$ cat config.mk
export PLATFORM = sky130hd
export DESIGN_NAME = scan_digit_driver
export DESIGN_NICKNAME = d
export VERILOG_FILES = /design/src/rtl/scan_digit_driver_pkg.sv /design/src/rtl/scan_prescaler.sv /design/src/rtl/scan_digit_driver.sv
export SDC_FILE = /design/constraint.sdc
export NUM_CORES = 1
export LEC_CHECK = 0
export ABC_CLOCK_PERIOD_IN_PS = 3500
export CORE_ASPECT_RATIO = 1.1
export CORE_UTILIZATION = 56
export DETAILED_ROUTE_END_ITERATION = 8
export PLACE_DENSITY_LB_ADDON = 0.12
export SYNTH_ARGS = -nofsm -noshare
export SYNTH_HDL_FRONTEND = slang
export SYNTH_HIERARCHICAL = 1
export SYNTH_SLANG_ARGS = --single-unit
$ cat constraint.sdc
create_clock -name clk -period 3.5 [get_ports clk]
set_clock_uncertainty 0.1 [all_clocks]
set_input_delay 0.525 -clock clk [delete_from_list [all_inputs] [get_ports clk]]
set_output_delay 0.525 -clock clk [all_outputs]
set_load 0.01 [all_outputs]
$ cat src/rtl/scan_digit_driver_pkg.sv
// Shared helpers for the multiplexed digit scanner:
// width derivation, one-hot decode and output polarity.
package scan_digit_driver_pkg;

  localparam int MAX_DIGITS = 32;

  // clog2 width, never below one bit
  function automatic int unsigned width_of(int unsigned n);
    return (n > 1) ? $clog2(n) : 1;
  endfunction

  function automatic logic [MAX_DIGITS-1:0] onehot(int unsigned i);
    return {{(MAX_DIGITS-1){1'b0}}, 1'b1} << i;
  endfunction

  // Map an active-high mask onto the pin polarity
  function automatic logic [MAX_DIGITS-1:0] drive(
    logic [MAX_DIGITS-1:0] m,
    bit                    active_low
  );
    return active_low ? ~m : m;
  endfunction

endpackage

$ cat src/rtl/scan_prescaler.sv
// Slot counter for the digit scanner.
// Ports: clk, rst, en, hold in; slot_last, nxt_blank, nxt_last out.
module scan_prescaler
  import scan_digit_driver_pkg::*;
#(
  parameter int SCAN_DIV     = 100000,
  parameter int BLANK_CYCLES = 16,
  localparam int CNT_W       = width_of(SCAN_DIV)
) (
  input  logic clk,
  input  logic rst,
  input  logic en,
  input  logic hold,
  output logic slot_last,
  output logic nxt_blank,
  output logic nxt_last
);

  localparam logic [CNT_W-1:0] LAST = CNT_W'(SCAN_DIV - 1);

  logic [CNT_W-1:0] cnt;
  logic [CNT_W-1:0] cnt_nxt;

  assign slot_last = (cnt == LAST);

  always_comb begin
    cnt_nxt = cnt;
    if (!en)
      cnt_nxt = '0;
    else if (!hold)
      cnt_nxt = slot_last ? '0 : cnt + CNT_W'(1);
  end

  always_ff @(posedge clk or posedge rst) begin
    if (rst) cnt <= '0;
    else     cnt <= cnt_nxt;
  end

  // Phase of the upcoming cycle, so the top can register it
  assign nxt_last = (cnt_nxt == LAST);

  if (BLANK_CYCLES > 0) begin : g_blank
    assign nxt_blank = (cnt_nxt < CNT_W'(BLANK_CYCLES));
  end else begin : g_noblank
    assign nxt_blank = 1'b0;
  end

endmodule

$ cat src/rtl/scan_digit_driver.sv
// Multiplexed-display digit scanner with blanking and masking.
// Ports: clk, rst, en, hold, digit_en in; digit_sel, digit_idx, tick, frame_done out.
module scan_digit_driver
  import scan_digit_driver_pkg::*;
#(
  parameter int NUM_DIGITS   = 4,
  parameter int SCAN_DIV     = 100000,
  parameter int BLANK_CYCLES = 16,
  parameter bit ACTIVE_LOW   = 1'b1,
  localparam int IDX_W       = width_of(NUM_DIGITS)
) (
  input  logic                  clk,
  input  logic                  rst,
  input  logic                  en,
  input  logic                  hold,
  input  logic [NUM_DIGITS-1:0] digit_en,
  output logic [NUM_DIGITS-1:0] digit_sel,
  output logic [IDX_W-1:0]      digit_idx,
  output logic                  tick,
  output logic                  frame_done
);

  localparam logic [IDX_W-1:0] IDX_LAST = IDX_W'(NUM_DIGITS - 1);
  localparam logic [NUM_DIGITS-1:0] OFF =
    NUM_DIGITS'(drive('0, ACTIVE_LOW));

  logic             slot_last;
  logic             nxt_blank;
  logic             nxt_last;
  logic [IDX_W-1:0] idx;
  logic [IDX_W-1:0] idx_nxt;
  logic [NUM_DIGITS-1:0] on_sel;

  scan_prescaler #(
    .SCAN_DIV     (SCAN_DIV),
    .BLANK_CYCLES (BLANK_CYCLES)
  ) u_pre (
    .clk       (clk),
    .rst       (rst),
    .en        (en),
    .hold      (hold),
    .slot_last (slot_last),
    .nxt_blank (nxt_blank),
    .nxt_last  (nxt_last)
  );

  // Explicit wrap keeps non-power-of-2 counts in range
  always_comb begin
    idx_nxt = idx;
    if (!en)
      idx_nxt = '0;
    else if (!hold && slot_last)
      idx_nxt = (idx == IDX_LAST) ? '0 : idx + IDX_W'(1);
  end

  assign on_sel =
    NUM_DIGITS'(drive(onehot(32'(idx_nxt)), ACTIVE_LOW));

  always_ff @(posedge clk or posedge rst) begin
    if (rst) begin
      idx        <= '0;
      digit_sel  <= OFF;
      digit_idx  <= '0;
      tick       <= 1'b0;
      frame_done <= 1'b0;
    end else if (!en) begin
      idx        <= '0;
      digit_sel  <= OFF;
      digit_idx  <= '0;
      tick       <= 1'b0;
      frame_done <= 1'b0;
    end else if (hold) begin
      tick       <= 1'b0;
      frame_done <= 1'b0;
    end else begin
      idx        <= idx_nxt;
      digit_idx  <= idx_nxt;
      digit_sel  <= (!nxt_blank && digit_en[idx_nxt]) ? on_sel : OFF;
      tick       <= nxt_last;
      frame_done <= nxt_last && (idx_nxt == IDX_LAST);
    end
  end

endmodule
Fig. 1: run 1, metal 1
Drawn at 6 px/um. Supply wires on this layer in gray.
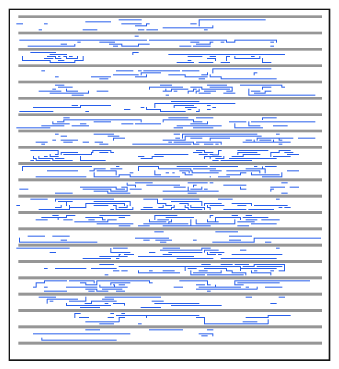
nets with wire on the layer: 183
longest straight run: 21.2 um

Fig. 2: run 1, metal 2
Drawn at 4 px/um.
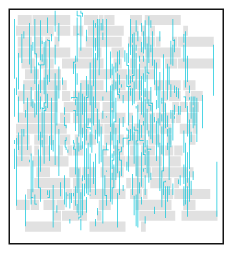
wire length on this layer: 1,860 um
nets with wire on the layer: 175
share of all routed wire: 51%

Fig. 3: run 1, the metal 3 layer
Drawn at 6 px/um.
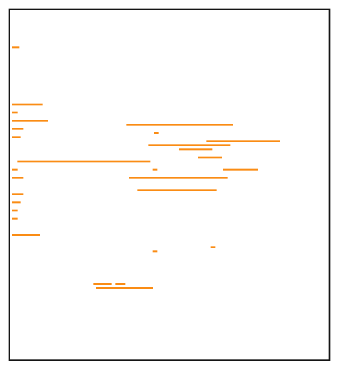
share of all routed wire: 4.1%
wire length on this layer: 148 um
main direction: horizontal
nets with wire on the layer: 25
longest straight run: 21.8 um

==> changes_impl.md, run 1 <==
## Implementation

* Min-delay worst type: input pin to asynchronous set/reset pin
* Top pwr grp: sequential cells
* Clock share of power at 29.4%
* Final Cycle Share at 84.27%
* Comb power frac at under 10%
* Logic share of the area at 50.34%
* RSZ-0062 raised after global routing: false
* Psw at 0.0001116 W
* Period minus WS final at 2.949 ns
* Slew margin rel. at 54.63%
* CTS max path bufs at 2
* Share of cells above drive strength 1 at 12.30%
* Max reg flops at 17
* Fin cells at around 220
* Top cells, area: dfrtp_1 33%, xnor2_1 7.6%, dfstp_2 6.5%
* Non-clock inverter total of the final layout at 4
* GRT Overall Usage at 27.28%
* FP Util at 58.50%
* Layout filler cell count at approximately 250
* Biggest regs: u_pre/cnt (17), digit_sel (4), idx (2)
* WP data arrival at 3.12 ns
* CP Cell Sequence: or4b_1 -> or4_4 -> nor2_1 -> nor2b_2 -> mux2i_1 -> nor2b_1 -> o32a_1
* TNS Setup at 0 ns
* R2r setup slk at 0.55 ns
* Avg Cell Area, Syn at 9.417 sq um
* Non-clock buffer count at 21
* Critical path class: register to register
* Clk. pwr at 0.000135 W
* Adders+Majority by Area at 1.554%
* Count of tool warnings at 26
* Antenna diodes at 0
* Leakage at between 0.6 and 0.7 nW
* Seq_cells at 25
* CP top delay family: simple AND/OR/NAND/NOR gates
* Post-layout instance area at around 0.0018 sq mm
* Basic Gates by Area at a little under a third
* Commonest cells after routing, fill and taps aside: 23 x nor2_1, 21 x dfrtp_1, 15 x clkdlybuf4s50_1, 14 x nand2_1, 14 x xnor2_1
* Worst vdd ir at 0.2347 mV
* Grt total ovfl at 0
* Post-CTS Setup Bufs at 0
* CP peak stage delay at 0.57 ns
* Worst slew pin tran at slightly below 0.7 ns
* Synth top cells by count: 23 x nor2_1, 21 x dfrtp_1, 14 x nand2_1, 14 x xnor2_1, 6 x nand3_1
* Syn. warnings at 6
* Core footprint at 0.002753 sq mm
* Total power draw at 0.0004607 W
* Flop share of the area at about a third
* Post-CTS resize count at 0
* Fmax at 339.1 MHz
* Seq pwr share at 63.8%
* Post-route DRC at 0
* Die Width at 53.13 um
* Unique cell types at 50
* Final Hold Fails at 0
* Biggest Area Class: logic gates
* Worst setup SP type: register
* Max_cap viols at 0
* Cell count after synthesis at 171
* Top logic family: simple AND/OR/NAND/NOR gates
* Layout area overhead at 13.60%
* Status: finished clean
* Most numerous logic cell after layout: nor2_1
* Sink Count at 25
* Number of I/O port buffers at 15
* NonClk Buf Share at 10.67%
* Comb gate area at 920.9 sq um
[run 1: how the worst max path moves through the flow]
stage                    to
3_3_place_gp   digit_sel[2]
4_1_cts        digit_sel[1]
2_1_floorplan  digit_sel[1]
6_report       digit_sel[1]
3_5_place_dp   digit_sel[3]
5_1_grt        digit_sel[3]
[run 1: routing by layer]
metal	vias to the layer above	global-route usage (%)	routed length, um
met3	7	2.887	148
li1	649	-	-
met1	674	33.78	1593
met5	-	0	0
met2	40	47.74	1856
met4	0	10.53	55
[run 1: worst reg2reg max path, delay by kind of cell, from the launching register on]
family,cells,cell delay (ns)
compound gates,1,0.34
mux,1,0.28
simple gates,5,1.69
flops,1,0.49
==> inputs of run 2 (changes only) <==
- ABC_CLOCK_PERIOD_IN_PS: 3500 -> 2410
- CORE_UTILIZATION: 56 -> 51
- clock period: 3.5 -> 2.41 ns (I/O delays scaled with it)
Fig. 4: run 2, metal 1
Drawn at 6 px/um. Supply wires on this layer in gray.
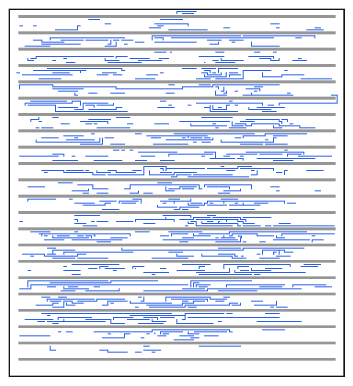
total wire length: 4728 um
vias: 1,605
met1 usage: 32.05%

==> run 2 against run 1 <==
- the flow now finishes with violations (setup timing)
- fmax rose by 16%
- design area rose by 34%
- synthesized area did not move
- global-route usage fell by 1.3 points
- largest cell class unchanged
- combinational power rose by 120%
- sequential cell count did not move
- synthesized cell count did not move
- non-clock buffer count rose by 55
- routed wire length rose by 29%
- first-iteration DRC count rose by 43%
- final cell count rose by 25%
- clock power rose by 41%
==> changes_impl.md, run 2 <==
## Implementation

* Status: complete, but fails checks (was finished clean)
* Failing checks: setup timing
* Number of I/O port buffers at 15 (unchanged)
* Comb power frac at 10.0% (was 6.9%)
* Fmax at 391.9 MHz (was 339.1 MHz)
* Max layer used: met4 (unchanged)
* Grt total ovfl at 0 (unchanged)
* Period minus WS final at 2.552 ns (was 2.949 ns)
* TNS Setup at -0.6090 ns (was 0 ns)
* Final Cycle Share at 105.9% (was 84.27%)
* R2r setup slk at -0.14 ns (was 0.55 ns)
* Clock share of power at 27.8% (was 29.4%)
* Setup crit end: frame_done (was digit_sel[1])
* Clk. pwr at 0.000190 W (was 0.000135 W)
* Met3 routed WL at 131 um (was 148 um)
* Sink Count at 25 (unchanged)
* Busiest grt layer: met2 (unchanged)
* Avg Cell Area, Syn at 9.417 sq um (unchanged)
* Seq_cells at 25 (unchanged)
* Top cells, area: dfrtp_1 33%, xnor2_1 7.6%, dfstp_2 6.5% (unchanged)
* Max_cap viols at 0 (unchanged)
* Count of tool warnings at 29 (was 26)
* Comb gate area at 0.001090 sq mm (was 920.9 sq um)
* GRT Overall Usage at 25.98% (was 27.28%)
* Max reg flops at 17 (unchanged)
* Worst slew pin tran at 0.6733 ns (was 0.6798 ns)
* Antenna-violating nets left at 0 (unchanged)
* Unique cell types at 50 (unchanged)
* Synth top cells by count: 23 x nor2_1, 21 x dfrtp_1, 14 x nand2_1, 14 x xnor2_1, 6 x nand3_1 (unchanged)
* Min-delay worst type: input pin to asynchronous set/reset pin (unchanged)
* Cell count after synthesis at 171 (unchanged)
* NonClk Buf Share at 26.06% (was 10.67%)
* CP top delay family: simple AND/OR/NAND/NOR gates (unchanged)
* Met3 Use GR at 2.132% (was 2.887%)
* DR WL met2 at 2550 um (was 1856 um)
* Slew margin rel. at 55.07% (was 54.63%)
* Logic share of the area at 44.60% (was 50.34%)
* Post-layout instance area at 0.002444 sq mm (was 0.001829 sq mm)
* Met1 WL at 1921 um (was 1593 um)
* FP Util at 53.29% (was 58.50%)
* Most numerous logic cell after layout: buf_4 (was nor2_1)
* Biggest Area Class: logic gates (unchanged)
* Seq group at 0.000425 W (was 0.000294 W)
* Leakage at 1.055 nW (was 0.6726 nW)
* WP data arrival at 2.72 ns (was 3.12 ns)
* Routing usage on met2 at 47.68% (was 47.74%)
* Share of cells above drive strength 1 at 40.08% (was 12.30%)
* Setup-failing EPs final at 7 (was 0)
* H-tree depth at 1 (unchanged)
* Worst vdd ir at 0.2902 mV (was 0.2347 mV)
* Commonest cells after routing, fill and taps aside: 54 x buf_4, 21 x nor2_1, 21 x dfrtp_1, 14 x clkdlybuf4s50_1, 14 x xnor2_1 (was 23 x nor2_1, 21 x dfrtp_1, 15 x clkdlybuf4s50_1, 14 x nand2_1, 14 x xnor2_1)
* Biggest regs: u_pre/cnt (17), digit_sel (4), idx (2) (unchanged)
* CP Cell Sequence: or4b_1 -> or4_4 -> o21ai_4 -> a41oi_4 -> a2111oi_4 -> and3b_1 -> and3_4 (was or4b_1 -> or4_4 -> nor2_1 -> nor2b_2 -> mux2i_1 -> nor2b_1 -> o32a_1)
* CP peak stage delay at 0.52 ns (was 0.57 ns)
* Worst setup margin at -0.1419 ns (was 0.5507 ns)
* Antenna diodes at 0 (unchanged)
* Flop share of the area at 25.81% (was 34.47%)
* Total power draw at 0.0006835 W (was 0.0004607 W)
* Die Width at 55.58 um (was 53.13 um)
* CTS max path bufs at 2 (unchanged)
* Top pwr grp: sequential cells (unchanged)
* Syn. warnings at 6 (unchanged)
* Non-clock buffer count at 76 (was 21)
* Seq pwr share at 62.2% (was 63.8%)
* Psw at 0.0001620 W (was 0.0001116 W)
* Post-CTS Setup Bufs at 1 (was 0)
* Non-clock inverter total of the final layout at 4 (unchanged)
* Post-route DRC at 0 (unchanged)
run 2: cell counts after synthesis:
Identical to the previous run, type by type.
run 2: cells by family (layout without fill, tap and decap cells):
family / Yosys count / after routing / synth area share [%]
flip-flops: 25 / 25 / 39.16
AND/OR/NAND/NOR: 86 / 86 / 30.38
multiplexers: 4 / 4 / 2.487
XOR/XNOR: 19 / 19 / 10.33
buffers and inverters: 13 / 84 / 3.652
adder cells (fa/ha/maj): 2 / 2 / 1.554
AND-OR/OR-AND: 22 / 22 / 12.43
run 2: worst min-delay path by stage:
stage	to	slack, ns	cells past startpoint
floorplan	frame_done	0.07	1
global placement	digit_sel[3]	0.39	2
detailed placement	digit_sel[3]	0.40	2
CTS	idx[1]	0.19	2
global route	tick	0.23	2
finish	tick	0.21	2
==> inputs of run 3 (changes only) <==
- CTS_CLUSTER_SIZE: unset -> 16
Fig. 5: run 3, metal 2
Drawn at 4 px/um.
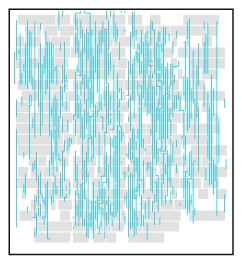
routing usage on met2: 47.68%

==> run 3 against run 2 <==
- the run still ends with setup timing left
- design area stayed put
- sequential cell count unchanged
- core utilization unchanged
- final cell count stayed put
- sequential power about the same
- worst setup slack unchanged
- first-iteration DRC count did not move
- critical endpoint unchanged
==> changes_impl.md, run 3 <==
## Implementation

* Die Width at 55.58 um (unchanged)
* Comb power frac at 10.0% (about the same)
* Hold WS at 0.2116 ns (unchanged)
* Core footprint at 0.003022 sq mm (unchanged)
* CP Capture Type: register (unchanged)
* Comb gate area at 0.001090 sq mm (unchanged)
* Final HPWL DP at 3249 um (unchanged)
* Number of I/O port buffers at 15 (unchanged)
* Fin cells at 276 (unchanged)
* CP top delay family: simple AND/OR/NAND/NOR gates (unchanged)
* Period minus WS final at 2.552 ns (unchanged)
* Initial DRC Count at 63 (unchanged)
* CTS Hold Bufs at 0 (unchanged)
* Xor/xnor share at 10.33% (unchanged)
* Failing checks: setup timing (unchanged)
* Worst setup SP type: register (unchanged)
* Top logic family: simple AND/OR/NAND/NOR gates (unchanged)
* Worst Path Required at 2.58 ns (about the same)
* R2r setup slk at -0.14 ns (about the same)
* CP peak stage delay at 0.52 ns (about the same)
* Clock share of power at 27.8% (about the same)
* CTS max path bufs at 2 (unchanged)
* Seq group at 0.000425 W (about the same)
* Cell count after synthesis at 171 (unchanged)
* Basic Gates by Area at 30.38% (unchanged)
* Slew margin rel. at 55.07% (unchanged)
* Num ports at 16 (unchanged)
* Top cells, area: dfrtp_1 33%, xnor2_1 7.6%, dfstp_2 6.5% (unchanged)
* Setup crit end: frame_done (unchanged)
* Adders+Majority by Area at 1.554% (unchanged)
* Top pwr grp: sequential cells (unchanged)
* Worst vdd ir at 0.2902 mV (unchanged)
* Layout area overhead at 51.75% (unchanged)
* Fmax at 391.9 MHz (unchanged)
* Commonest cells after routing, fill and taps aside: 54 x buf_4, 21 x nor2_1, 21 x dfrtp_1, 14 x clkdlybuf4s50_1, 14 x xnor2_1 (unchanged)
* Leakage at 1.055 nW (unchanged)
* Total power draw at 0.0006835 W (unchanged)
* Post-layout instance area at 0.002444 sq mm (unchanged)
* Status: complete, but fails checks (unchanged)
* Sw Share at 23.70% (unchanged)
* Async set-reset flop share out of synthesis at 100.0% (unchanged)
* Critical path class: register to register (unchanged)
* Yosys aoi share at 12.43% (unchanged)
* Final Cycle Share at 105.9% (unchanged)
* Synth top cells by count: 23 x nor2_1, 21 x dfrtp_1, 14 x nand2_1, 14 x xnor2_1, 6 x nand3_1 (unchanged)
* Seq pwr share at 62.2% (about the same)
* Avg Cell Area, Syn at 9.417 sq um (unchanged)
* Grt total ovfl at 0 (unchanged)
* TNS Setup at -0.6090 ns (unchanged)
* FP Util at 53.29% (unchanged)
* Worst setup path start: u_pre/cnt[6] (unchanged)
* Post-route DRC at 0 (unchanged)
* CP Cell Sequence: or4b_1 -> or4_4 -> o21ai_4 -> a41oi_4 -> a2111oi_4 -> and3b_1 -> and3_4 (unchanged)
* Syn. warnings at 6 (unchanged)
* Min-delay worst type: input pin to asynchronous set/reset pin (unchanged)
* Share of cells above drive strength 1 at 40.08% (unchanged)
* Setup-failing EPs final at 7 (unchanged)
* Total wire length at 4728 um (unchanged)
* Antenna-violating nets left at 0 (unchanged)
* Unique cell types at 50 (unchanged)
* Antenna diodes at 0 (unchanged)
* Worst slew pin tran at 0.6733 ns (unchanged)
* Reg2reg end: frame_done (unchanged)
* Max reg flops at 17 (unchanged)
* Clk. pwr at 0.000190 W (about the same)
* RSZ-0062 raised after global routing: true (unchanged)
* Final Hold Fails at 0 (unchanged)
* Sink Count at 25 (unchanged)
* Most numerous logic cell after layout: buf_4 (unchanged)
* Biggest regs: u_pre/cnt (17), digit_sel (4), idx (2) (unchanged)
* Count of tool warnings at 29 (unchanged)
* Ys cells at 171 (unchanged)
* Vias at 1,605 (unchanged)
* Worst setup margin at -0.1419 ns (unchanged)
* CTS buffer count at 3 (unchanged)
* H-tree depth at 1 (unchanged)
* GRT Overall Usage at 25.98% (unchanged)
* Layout filler cell count at 184 (unchanged)
* Root Buffer: clkbuf_4 (unchanged)
* CTS tree: done (unchanged)
* Psw at 0.0001620 W (unchanged)
* WP data arrival at 2.72 ns (about the same)
* Post-synth seq share at 39.16% (unchanged)
* Area fraction in mux cells at 2.486% (unchanged)
* Max_cap viols at 0 (unchanged)
[run 3: cell counts in the layout (fill, tap and decap cells not counted)]
No cell type changed its count.
[run 3: area by class of cell]
| type | instances | share of cell area (%) |
|---|---|---|
| sequential | 25 | 25.81 |
| tap | 34 | 1.741 |
| inverter | 4 | 0.7168 |
| multi-input combinational | 133 | 44.60 |
| timing repair buffer | 76 | 26.06 |
| clock buffer | 4 | 1.075 |
[run 3: what timing repair did]
item	in CTS	in global routing
gates resized	4	28
setup buffers	1	13
gates cloned	0	0
setup endpoints to repair	5	7
pin swaps	3	21
[run 3: metal layers]
| layer | share of wire [%] | GRT usage (%) |
|---|---|---|
| met5 | 0 | 0 |
| met4 | 2.6 | 11.07 |
| met3 | 2.8 | 2.132 |
| met2 | 54 | 47.68 |
| met1 | 41 | 32.05 |

## Gallery

I/O pins on the die edge.
Drawn at 6 px/um. Pins as bars across the die edge, other pins in gray.
Plate I
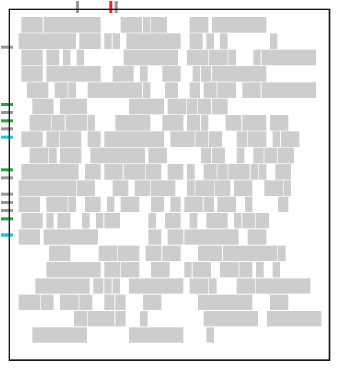
Plate II
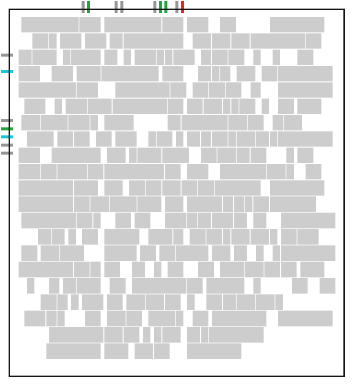
Run 3 is Plate II.
Run 1 is Plate I.

Power figures rest on the tool's default switching activity, not on a simulated workload.
